--- src/rtl/ifm_window_reader.sv ---
// ifm_window_reader: scans KxK windows of one IFM bank, two output rows per pass.
// Optional IFM_READ_STALL_EN adds consumer_ready back-pressure on tap issue.
module ifm_window_reader #(
  parameter int DATA_WIDTH       = 32,
  parameter int IFM_SIZE         = 5,
  parameter int KERNEL_SIZE      = 3,
  parameter int ADDRESS_SIZE_IFM = $clog2(IFM_SIZE*IFM_SIZE)
) (
  input  logic                        clk,
  input  logic                        reset,
  input  logic                        start,
`ifdef IFM_READ_STALL_EN
  input  logic                        consumer_ready,
`endif
  output logic [1:0]                  ifm_sel,
  output logic                        ifm_enable_read_A_next,
  output logic                        ifm_enable_read_B_next,
  output logic [ADDRESS_SIZE_IFM-1:0] ifm_address_read_A_next,
  output logic [ADDRESS_SIZE_IFM-1:0] ifm_address_read_B_next,
  output logic                        valid_A,
  output logic                        valid_B,
  output logic                        window_first,
  output logic                        window_last,
  output logic                        busy,
  output logic                        done
);

  localparam int OS = IFM_SIZE - KERNEL_SIZE + 1;
  localparam int RP = (OS + 1) / 2;
  localparam int CW = $clog2(IFM_SIZE + 1);

  if (DATA_WIDTH > 0) begin : g_dw
  end

  typedef enum logic [1:0] {IDLE, READ, DRAIN, DONE} state_t;

  state_t state_q, state_d;
  logic [CW-1:0] rp, ocol, kr, kc;
  logic go, issue;
  logic kc_end, kr_end, oc_end, rp_end;
  logic last_tap, first_tap, b_on;
  logic [ADDRESS_SIZE_IFM-1:0] a_calc, b_calc;
  int row, col;

`ifdef IFM_READ_STALL_EN
  assign go = consumer_ready;
`else
  assign go = 1'b1;
`endif

  // tap position flags and the two row addresses for the current tap
  always_comb begin
    kc_end    = (kc == CW'(KERNEL_SIZE-1));
    kr_end    = (kr == CW'(KERNEL_SIZE-1));
    oc_end    = (ocol == CW'(OS-1));
    rp_end    = (rp == CW'(RP-1));
    last_tap  = kc_end && kr_end && oc_end && rp_end;
    first_tap = (kr == '0) && (kc == '0);
    b_on      = (2*int'(rp) + 1) < OS;
    row       = 2*int'(rp) + int'(kr);
    col       = int'(ocol) + int'(kc);
    a_calc    = ADDRESS_SIZE_IFM'(row*IFM_SIZE + col);
    b_calc    = ADDRESS_SIZE_IFM'((row+1)*IFM_SIZE + col);
  end

  // next state and tap outputs; buses stay 0 off-tap since the array ORs them
  always_comb begin
    state_d                 = state_q;
    busy                    = 1'b0;
    done                    = 1'b0;
    issue                   = 1'b0;
    ifm_enable_read_A_next  = 1'b0;
    ifm_enable_read_B_next  = 1'b0;
    ifm_address_read_A_next = '0;
    ifm_address_read_B_next = '0;
    unique case (state_q)
      IDLE: begin
        if (start) state_d = READ;
      end
      READ: begin
        busy = 1'b1;
        if (go) begin
          issue                   = 1'b1;
          ifm_enable_read_A_next  = 1'b1;
          ifm_address_read_A_next = a_calc;
          if (b_on) begin
            ifm_enable_read_B_next  = 1'b1;
            ifm_address_read_B_next = b_calc;
          end
          if (last_tap) state_d = DRAIN;
        end
      end
      DRAIN: begin
        busy    = 1'b1;
        state_d = DONE;
      end
      DONE: begin
        busy    = 1'b1;
        done    = 1'b1;
        state_d = IDLE;
      end
      default: state_d = IDLE;
    endcase
  end

  // state register
  always_ff @(posedge clk or negedge reset) begin
    if (!reset) state_q <= IDLE;
    else        state_q <= state_d;
  end

  // loop nest rp > ocol > kr > kc, wraps to zero after the final tap
  always_ff @(posedge clk or negedge reset) begin
    if (!reset) begin
      rp   <= '0;
      ocol <= '0;
      kr   <= '0;
      kc   <= '0;
    end else if (issue) begin
      if (kc_end) begin
        kc <= '0;
        if (kr_end) begin
          kr <= '0;
          if (oc_end) begin
            ocol <= '0;
            rp   <= rp_end ? '0 : rp + 1'b1;
          end else begin
            ocol <= ocol + 1'b1;
          end
        end else begin
          kr <= kr + 1'b1;
        end
      end else begin
        kc <= kc + 1'b1;
      end
    end
  end

  // one-cycle array latency alignment of valids and window tags
  always_ff @(posedge clk or negedge reset) begin
    if (!reset) begin
      valid_A      <= 1'b0;
      valid_B      <= 1'b0;
      window_first <= 1'b0;
      window_last  <= 1'b0;
    end else begin
      valid_A      <= ifm_enable_read_A_next;
      valid_B      <= ifm_enable_read_B_next;
      window_first <= issue && first_tap;
      window_last  <= issue && kc_end && kr_end;
    end
  end

  // bank rotation 0->1->2->0 when leaving DONE
  always_ff @(posedge clk or negedge reset) begin
    if (!reset)                ifm_sel <= 2'd0;
    else if (state_q == DONE) ifm_sel <= (ifm_sel == 2'd2) ? 2'd0 : ifm_sel + 2'd1;
  end

endmodule

--- config.mk ---
export PLATFORM = sky130hd
export DESIGN_NAME = ifm_window_reader
export DESIGN_NICKNAME = d
export VERILOG_FILES = /design/src/rtl/ifm_window_reader.sv
export SDC_FILE = /design/constraint.sdc
export NUM_CORES = 1
export LEC_CHECK = 0
export CAP_MARGIN = 30
export CORE_MARGIN = 8
export CORE_UTILIZATION = 59
export CTS_BUF_LIST = sky130_fd_sc_hd__clkbuf_8 sky130_fd_sc_hd__clkbuf_16
export CTS_CLUSTER_SIZE = 10
export DETAILED_ROUTE_END_ITERATION = 12
export GPL_ROUTABILITY_DRIVEN = 0
export PLACE_DENSITY = 0.84
export SYNTH_ARGS = -nofsm -noshare
export SYNTH_HDL_FRONTEND = slang
export SYNTH_SLANG_ARGS = --single-unit
--- constraint.sdc ---
create_clock -name clk -period 8.7 [get_ports clk]
set_input_delay 2.61 -clock clk [delete_from_list [all_inputs] [get_ports clk]]
set_output_delay 2.61 -clock clk [all_outputs]
set_load 0.005 [all_outputs]
Fig. 1: drive-strength map
Scale bar: 20 um.
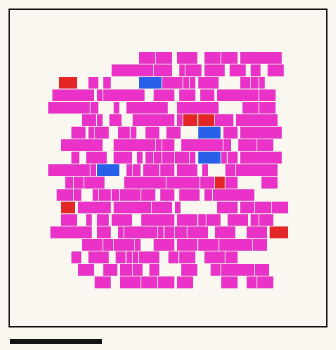
- blue: _6 and larger (cells 4)
- magenta: _0 and _1 cells (cells 168)
- red: _2 cells (cells 6)

Fig. 2: signal wires by layer
Scale bar: 20 um.
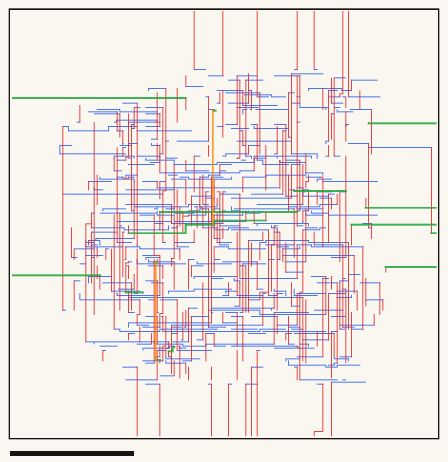
- blue: metal 1 (wire length 1350 um)
- green: metal 3 (wire length 146 um)
- orange: metal 4 (wire length 34.0 um)
- red: metal 2 (wire length 1560 um)

==> flow_summary.toml <==
# synthesis and place-and-route metrics
[layout]
nets = 215
seqCellArea_sq_um = 500
logic_area_sq_mm = 0.00108
inv_count = 14
fin_util_pct = 71.8
largest_class = "logic gates"
comb_share_pct = 55.4
comb_cells = 118
fillers = 200
seq_share_pct = 25.7

[global_route]
grt_max_degree = 21

[critical_path]
worstPathCellList = "ha_1, fa_1, nand3_1, xnor2_1, ha_1, fa_1, ha_1, a21oi_1, xor2_1, mux2_2, clkdlybuf4s50_1"
r2r_end = "rp[1]"
rr_startpoint = "state_q[1]"
worstPathRequired_ns = 6.09
path_max_fanout = 6
reg2regPathDepth = 6
setup.worst_path.end = "ifm_address_read_B_next[4]"
critPathSlowestCell = "fa_1"

[sta]
setup_viol = 0
finalHoldViolations = 0
fmax_ghz = 0.149
rsz0062_at_grt = "no"
finalClockPeriodUsage_pct = 77.1
holdWs_ns = 0.521
tightest_slew_ns = 0.879
fin_crit_ns = 6.71
maxSlewHeadroom_pct = 41.2

[logic_synthesis]
ff_type = "dfrtp_1"
ys_sh_mux_pct = 4.55
syn-num-nets = 191
ys_types = 38
synth_flops = 20
async_reset_ff_share_pct = 100
yosys_warnings = 0
yosys_cells = 155
synth_area_sq_mm = 0.00165

[drt]
viasPerCell = 5.59
wl_met1_mm = 1.35
drt-total-wl_mm = 3.09
postRouteAntennaNets = 0
drc = 0

[cts]
cts.sinks = 20
cts_tree = "done"
clk_pin_slew_ns = 0.07
root_buffer = "clkbuf_8"

[power]
clkPwrFrac_pct = 11.8
pg_clk_uw = 70.3
p_per_area_mw_per_mm2 = 305
swShare_pct = 38.4

[hold_path]
hold_start = "ifm_sel[1]"

[die]
die_h_um = 68.9

[place]
dpl.hpwl_mm = 2.52

[status]
outcome = "completed"
## Yosys cell counts, drive strengths merged, types with 2 or more instances
cell	count	area [sq um]
mux2i	3	30.0
a21o	5	37.5
or3b	2	17.5
nor3	2	15.0
nand2b	3	18.8
nor4b	2	17.5
nand2	9	33.8
a21oi	6	33.8
xor2	6	52.6
nand3	4	20.0
buf	3	20.0
xnor2	9	78.8
dfrtp	20	500
inv	14	52.6
or4	2	15.0
nor2b	4	25.0
mux2	4	45.0
o21ai	4	20.0
fa	6	120
nor2	2	7.51
ha	27	338
and2	7	43.8
## per-stage QoR
stage,instance area (sq um),worst slack (ns)
floorplan,1650,2.88
global placement,1890,2.36
detailed placement,1890,2.27
CTS,1950,1.97
global route,1950,1.78
finish,1950,1.99
